[src/rtl/r0_mux_pkg.sv]
// Shared constants for the R0 routing block.
// Operation codes and the default datapath width.
package r0_mux_pkg;

    localparam int R0_WIDTH = 8;

    localparam logic [1:0] ST_HOLD  = 2'b00;
    localparam logic [1:0] ST_LOAD  = 2'b01;
    localparam logic [1:0] ST_SWAP  = 2'b10;
    localparam logic [1:0] ST_R0OUT = 2'b11;

endpackage

[src/rtl/r0_multiplexer_if.sv]
// Operand/result bundle between the operand buses and the R0 router.
// The master drives operation and operands; the slave returns outputs.
interface r0_multiplexer_if #(
    parameter int WIDTH = r0_mux_pkg::R0_WIDTH
);

    logic             en;
    logic [1:0]       state;
    logic [WIDTH-1:0] value1;
    logic [WIDTH-1:0] value2;
    logic [WIDTH-1:0] Output1;
    logic [WIDTH-1:0] Output2;

    modport master (
        output en, state, value1, value2,
        input  Output1, Output2
    );

    modport slave (
        input  en, state, value1, value2,
        output Output1, Output2
    );

endinterface

[src/rtl/r0_dff.sv]
// Register with synchronous active-low clear and load enable.
module r0_dff #(
    parameter int WIDTH = 8
) (
    input  logic             clk,
    input  logic             rst_n,
    input  logic             en,
    input  logic [WIDTH-1:0] d,
    output logic [WIDTH-1:0] q
);

    logic [WIDTH-1:0] q_q;
    logic [WIDTH-1:0] q_d;

    always_comb begin
        q_d = q_q;
        if (en) q_d = d;
    end

    always_ff @(posedge clk) begin
        if (!rst_n) q_q <= '0;
        else        q_q <= q_d;
    end

    assign q = q_q;

endmodule

[src/rtl/r0_multiplexer.sv]
// R0 router: hold, load, swap or broadcast R0 onto two registered outputs.
module r0_multiplexer
    import r0_mux_pkg::*;
#(
    parameter int WIDTH = R0_WIDTH
) (
    input  logic            clk,
    input  logic            rst_n,
    r0_multiplexer_if.slave bus
);

    logic [WIDTH-1:0] r0_q, r0_d;
    logic [WIDTH-1:0] out1_q, out1_d;
    logic [WIDTH-1:0] out2_q, out2_d;
    logic             r0_ld, out1_ld, out2_ld;

    // Unknown or HOLD codes fall to default and load nothing.
    always_comb begin
        r0_ld   = 1'b0;
        out1_ld = 1'b0;
        out2_ld = 1'b0;
        r0_d    = bus.value1;
        out1_d  = bus.value1;
        out2_d  = bus.value2;
        if (bus.en) begin
            case (bus.state)
                ST_LOAD: begin
                    r0_ld   = 1'b1;
                    out1_ld = 1'b1;
                    out2_ld = 1'b1;
                end
                ST_SWAP: begin
                    out1_ld = 1'b1;
                    out2_ld = 1'b1;
                    out1_d  = bus.value2;
                    out2_d  = bus.value1;
                end
                ST_R0OUT: begin
                    out1_ld = 1'b1;
                    out2_ld = 1'b1;
                    out1_d  = r0_q;
                    out2_d  = r0_q;
                end
                default: ;
            endcase
        end
    end

    r0_dff #(.WIDTH(WIDTH)) u_r0 (
        .clk  (clk),
        .rst_n(rst_n),
        .en   (r0_ld),
        .d    (r0_d),
        .q    (r0_q)
    );

    r0_dff #(.WIDTH(WIDTH)) u_out1 (
        .clk  (clk),
        .rst_n(rst_n),
        .en   (out1_ld),
        .d    (out1_d),
        .q    (out1_q)
    );

    r0_dff #(.WIDTH(WIDTH)) u_out2 (
        .clk  (clk),
        .rst_n(rst_n),
        .en   (out2_ld),
        .d    (out2_d),
        .q    (out2_q)
    );

    assign bus.Output1 = out1_q;
    assign bus.Output2 = out2_q;

endmodule

[src/flat_wrapper.sv]
// flat-port wrapper written by rule: the top's interface ports become plain ports
module r0_multiplexer_flat import r0_mux_pkg::*;
#(
    parameter int WIDTH = R0_WIDTH
)
  (clk, rst_n, bus_en, bus_state, bus_value1, bus_value2, bus_Output1, bus_Output2);
  r0_multiplexer_if #(.WIDTH(WIDTH)) bus_i ();
  input  logic clk;
  input  logic rst_n;
  input wire logic [$bits(bus_i.en)-1:0] bus_en;
  input wire logic [$bits(bus_i.state)-1:0] bus_state;
  input wire logic [$bits(bus_i.value1)-1:0] bus_value1;
  input wire logic [$bits(bus_i.value2)-1:0] bus_value2;
  output wire logic [$bits(bus_i.Output1)-1:0] bus_Output1;
  output wire logic [$bits(bus_i.Output2)-1:0] bus_Output2;
  assign bus_i.en = bus_en;
  assign bus_i.state = bus_state;
  assign bus_i.value1 = bus_value1;
  assign bus_i.value2 = bus_value2;
  assign bus_Output1 = bus_i.Output1;
  assign bus_Output2 = bus_i.Output2;
  r0_multiplexer #(.WIDTH(WIDTH)) u_core (.clk(clk), .rst_n(rst_n), .bus(bus_i));
endmodule
[config.mk]
export PLATFORM = sky130hd
export DESIGN_NAME = r0_multiplexer_flat
export DESIGN_NICKNAME = d
export VERILOG_FILES = /design/src/rtl/r0_mux_pkg.sv /design/src/rtl/r0_multiplexer_if.sv /design/src/rtl/r0_dff.sv /design/src/rtl/r0_multiplexer.sv /design/src/flat_wrapper.sv
export SDC_FILE = /design/constraint.sdc
export NUM_CORES = 1
export LEC_CHECK = 0
export ABC_CLOCK_PERIOD_IN_PS = 2090
export CORE_MARGIN = 2
export CORE_UTILIZATION = 35
export DETAILED_ROUTE_END_ITERATION = 12
export GPL_TIMING_DRIVEN = 0
export PLACE_DENSITY_LB_ADDON = 0.1
export SLEW_MARGIN = 0
export SYNTH_ARGS = -nofsm -noshare
export SYNTH_HDL_FRONTEND = slang
export SYNTH_SLANG_ARGS = --single-unit
[constraint.sdc]
create_clock -name clk -period 2.09 [get_ports clk]
set_input_delay 0.209 -clock clk [delete_from_list [all_inputs] [get_ports clk]]
set_output_delay 0.209 -clock clk [all_outputs]
set_load 0.02 [all_outputs]
### A small window of the routed layout, run 1

Scale bar: 10 µm. Window x 12 to 52, y 0 to 40 µm. Cells in gray, sequential cells in the stronger gray; small squares are vias.
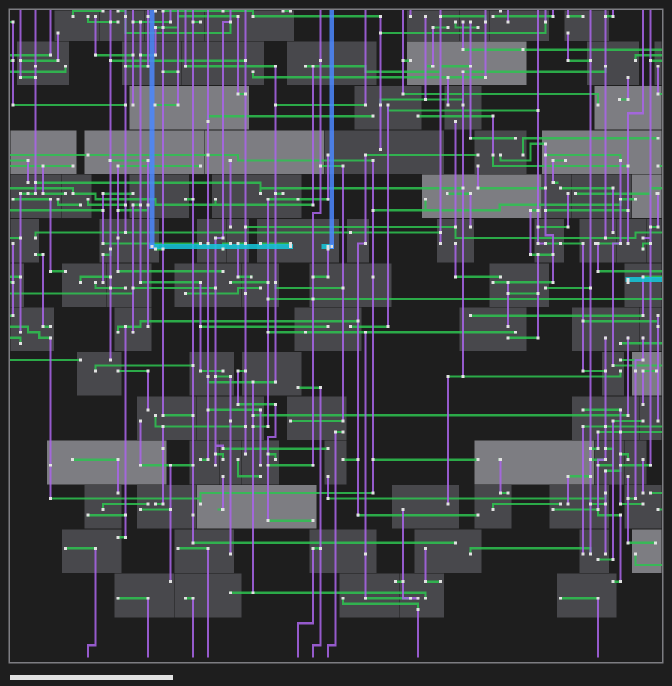
[blue] M4
[cyan] M3
[purple] M2
[green] M1
netlist names of flops here include: `u_core.u_r0.q` (5), `u_core.u_out1.q` (3), `u_core.u_out2.q` (3)
cells with their middle in the window: 89
most frequent: dfxtp_1 (11), mux2i_1 (9), clkdlybuf4s50_1 (9)
sequential cells in the window: 11

### Drive-strength map, run 1

Scale bar: 20 µm.
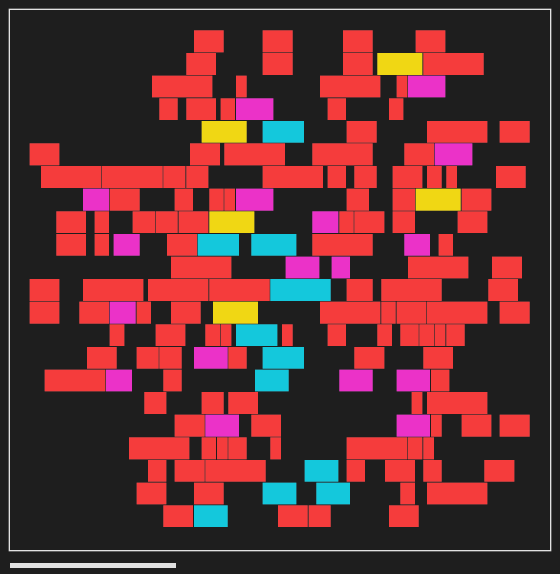
[yellow] x3 and x4 | cells: 5 | share: 3.1% | most used: mux2_4
[magenta] x2 | cells: 17 | share: 10% | most used: a21oi_2
[red] x1 and smaller | cells: 129 | share: 80% | most used: clkdlybuf4s50_1
[cyan] x6 and larger | cells: 11 | share: 6.8% | most used: buf_6
Non-Clock Buffer Count: 44
post-route cell area: 1743 µm²
setup ws final: 0.6449 ns

### Congestion heat map, run 1

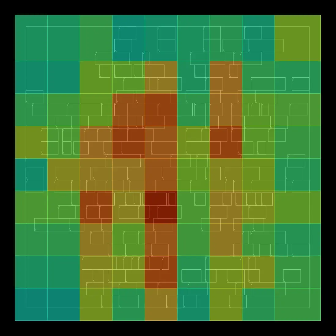
Top Usage Layer GRT: met2
Wirelength per Cell: 14.98 µm
met3 Track Usage GR: 2.083%
GRT met1 Usage: 18.76%

### Metal 1, run 1

Scale bar: 20 µm. Supply wires on this layer in gray. Cells faint in the background.
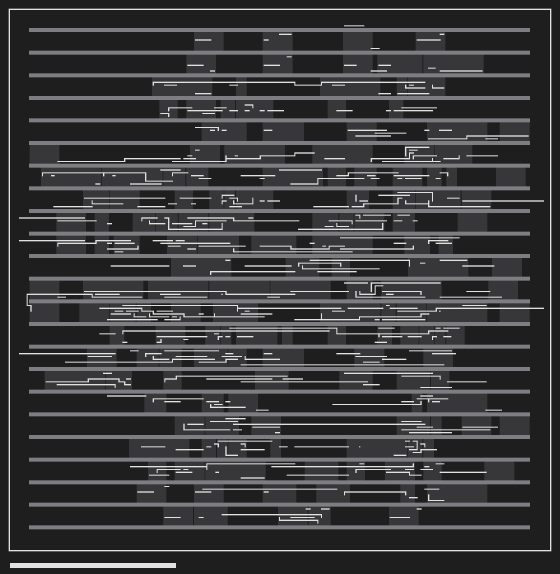
nets with wire on the layer: 162
wire length on this layer: 1360 µm
Routed WL: 3.146 mm
DR vias: 1062

==> flow_metrics.tcl, run 1 <==
# place-and-route summary
set metrics [dict create \
    hold_depth 4 \
    grt_max_degree 13 \
    worst_slew_pin_slew_ns 0.4340 \
    synth_seq_share_pct 36.92 \
    required_ns 1.88 \
    nets 185 \
    synthCells 125 \
    cts_buffers 3 \
    hold_path_class "input pin to register" \
    post_cts_resized 0 \
    grt_usage_pct 16.65 \
    routabilityCongestion 0.7140 \
    hold_violations 0 \
    status "finished, final reports clean" \
    gr-total-overflow 0 \
    worstRegToRegCells 3 \
    min_to "u_core.u_out2.q[0]$_SDFFE_PN0P_" \
    clock.fmax_ghz 0.6920 \
    drt_iter0_drc 14 \
    firstDrtPassIters 3 \
    seq_share_pct 27.57 \
    yosys-stat-cells 125 \
    top_area_share_pct 36.92 \
    coreArea_um2 3606 \
    r2r_end "u_core.u_out2.q[7]$_SDFFE_PN0P_" \
    lay_top_count "clkdlybuf4s50_1" \
    dp_cells 207 \
    xor_share_pct 0 \
    grt_pass1_wl_mm 5.319 \
    critPathMaxStageDelay_ns 0.61 \
    fp-row-count 22 \
    path_clk_slew_ns 0.09 \
    worstReg2RegStart "u_core.u_r0.q[7]$_SDFFE_PN0P_" \
    syn-num-nets 146 \
    gr-usage-met2_pct 31.06 \
    crit_path_top_delay_cell "clkdlybuf4s50_1" \
    period_used_pct 69.14 \
    cp-endpoint "bus_Output2[2]" \
    pwr-share-comb_pct 26.2 \
    p_int_w 0.0007688 \
    tns_ns 0 \
    synthArstFlopShare_pct 0 \
    setup_viol 0 \
    synthTopLogicFamily "AND-OR/OR-AND gates" \
    n_antenna_cell 0 \
    combGateArea_um2 708.2 \
    met2WireLength_mm 1.621 \
    avgSynthCellArea_um2 10.41 \
    clock-root-buffer "clkbuf_8" \
    rsz0062_at_grt "no" \
    hold_ws_ns 0.3850 \
    clkbuf_count 3 \
    dieWidth_um 64.98 \
    p_seq_share_pct 47.3 \
    cts_tree "yes" \
    aoi_share_pct 22.12 \
    grt_pass1_vias 1081 \
    crit_path_max_fanout 2 \
    drc 0 \
    crit_chain "clkdlybuf4s50_1" \
    peakVddDrop_uv 228.8 \
    drv_slew 0 \
    die_area_um2 4222 \
    fin_skew_ns 0.0006157 \
    fp_util_pct 36.09 \
    cts_max_level 1 \
    most_common_cell "dfxtp_1" \
    p_sw_share_pct 27.72 \
    ys_ff 24 \
    worstSetupPathType "register to output port" \
    die_y_um 64.98 \
    cp-start-kind "register" \
    fill_cells 370 \
    routed_via_density 5.057 \
    power.leakage_nw 0.7196 \
    power_w 0.001064 \
    largest_class "logic gates" \
    clock_path_buffers 2 \
    worstSetupEndpointType "output port" \
    flop_area_um2 480.5 \
    warning_count 26 \
    drive_above_1_share_pct 20.37 \
    yosys_warnings 0 \
    antenna_found_initial 0 \
    power_density_nw_per_um2 610.2 \
    sequentialPower_w 0.000503 \
    critPathBufInv 1 \
    synth-adder-area-share_pct 0 \
    arrival_ns 1.24 \
]
==> run 2: changes to the inputs <==
--- a/config.mk
+++ b/config.mk
@@ -5,7 +5,7 @@
 export SDC_FILE = /design/constraint.sdc
 export NUM_CORES = 1
 export LEC_CHECK = 0
-export ABC_CLOCK_PERIOD_IN_PS = 2090
+export ABC_CLOCK_PERIOD_IN_PS = 1470
 export CORE_MARGIN = 2
 export CORE_UTILIZATION = 35
 export DETAILED_ROUTE_END_ITERATION = 12
==> constraint.sdc (replaced) <==
create_clock -name clk -period 1.47 [get_ports clk]
set_input_delay 0.147 -clock clk [delete_from_list [all_inputs] [get_ports clk]]
set_output_delay 0.147 -clock clk [all_outputs]
set_load 0.02 [all_outputs]
### A small window of the routed layout, run 2

Scale bar: 10 µm. Window x 12 to 52, y 0 to 40 µm. Cells in gray, sequential cells in the stronger gray; small squares are vias.
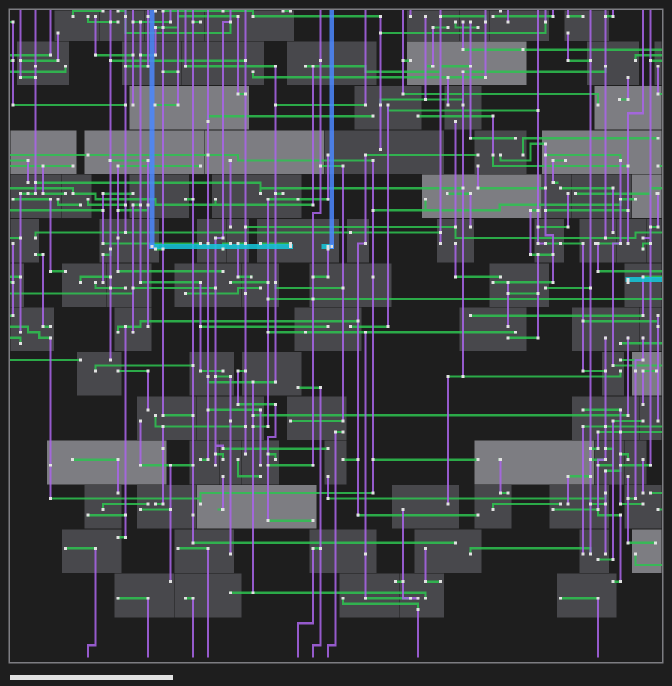
[green] M1
[cyan] M3
[purple] M2
[blue] M4
cells with their middle in the window: 89
netlist names of flops here include: `u_core.u_r0.q` (5), `u_core.u_out1.q` (3), `u_core.u_out2.q` (3)
most frequent: dfxtp_1 (11), mux2i_1 (9), clkdlybuf4s50_1 (9)
sequential cells in the window: 11

==> flow_metrics.tcl, run 2 <==
# place-and-route summary
set metrics [dict create \
    flop_area_um2 480.5 \
    pwr-share-comb_pct 26.2 \
    wl_per_cell_um 14.98 \
    routabilityCongestion 0.7140 \
    min_to "u_core.u_out2.q[0]$_SDFFE_PN0P_" \
    synthTopLogicFamily "AND-OR/OR-AND gates" \
    synthArstFlopShare_pct 0 \
    warning_count 26 \
    worstSetupPathType "register to output port" \
    cts_buffers 3 \
    drc 0 \
    use_met1_pct 18.76 \
    drive_above_1_share_pct 20.37 \
    antenna_found_initial 0 \
    nets 185 \
    gr-usage-met2_pct 31.06 \
    grt_max_degree 13 \
    n_antenna_cell 0 \
    worstReg2RegStart "u_core.u_r0.q[7]$_SDFFE_PN0P_" \
    top_usage_layer "met2" \
    final_cells 210 \
    critPathBufInv 1 \
    ys_ff 24 \
    portBuffers 34 \
    status "finished, final reports clean" \
    yosys-stat-cells 125 \
    met2WireLength_mm 1.621 \
    crit_path_top_delay_cell "clkdlybuf4s50_1" \
    peakVddDrop_uv 325.3 \
    period_used_pct 94.09 \
    hold_violations 0 \
    hold_path_class "input pin to register" \
    mostFrequentLayoutCells "clkdlybuf4s50_1, dfxtp_1, mux2i_1, o21ai_0, nor2_1" \
    worstSetupEndpointType "output port" \
    hold_depth 4 \
    fin_area_um2 1743 \
    wirelength_mm 3.146 \
    combGateArea_um2 708.2 \
    cp-start-kind "register" \
    fp-row-count 22 \
    avgSynthCellArea_um2 10.41 \
    met1_length_mm 1.358 \
    fill_cells 370 \
    sequentialPower_w 0.000716 \
    grt_pass1_wl_mm 5.319 \
    fin_skew_ns 0.0006157 \
    cts_max_level 1 \
    p_int_w 0.001093 \
    grt_pass1_vias 1081 \
    power_w 0.001512 \
    top_area_share_pct 36.92 \
    firstDrtPassIters 3 \
    coreArea_um2 3606 \
    clkbuf_count 3 \
    power_density_nw_per_um2 867.6 \
    dieWidth_um 64.98 \
    grt_usage_pct 16.65 \
    cts_tree "yes" \
    path_clk_slew_ns 0.09 \
    rsz0062_at_grt "no" \
    crit_path_max_fanout 2 \
    p_seq_share_pct 47.3 \
    die_y_um 64.98 \
    aoi_share_pct 22.12 \
    drv_slew 0 \
    die_area_um2 4222 \
    drt_iter0_drc 14 \
    worstRegToRegCells 3 \
    via_count 1062 \
    dp_cells 207 \
    fin_ws_ns 0.08693 \
    cp-endpoint "bus_Output2[2]" \
    r2r_end "u_core.u_out2.q[7]$_SDFFE_PN0P_" \
    tns_ns 0 \
    xor_share_pct 0 \
    required_ns 1.32 \
    hold_ws_ns 0.3230 \
    synth_seq_share_pct 36.92 \
    seq_share_pct 27.57 \
    yosys_warnings 0 \
    setup_viol 0 \
    use_met3_pct 2.083 \
    synthCells 125 \
    lay_top_count "clkdlybuf4s50_1" \
    fp_util_pct 36.09 \
    most_common_cell "dfxtp_1" \
    post_cts_resized 0 \
    gr-total-overflow 0 \
    p_sw_share_pct 27.72 \
    arrival_ns 1.24 \
]
Power figures rest on the tool's default switching activity, not on a simulated workload.
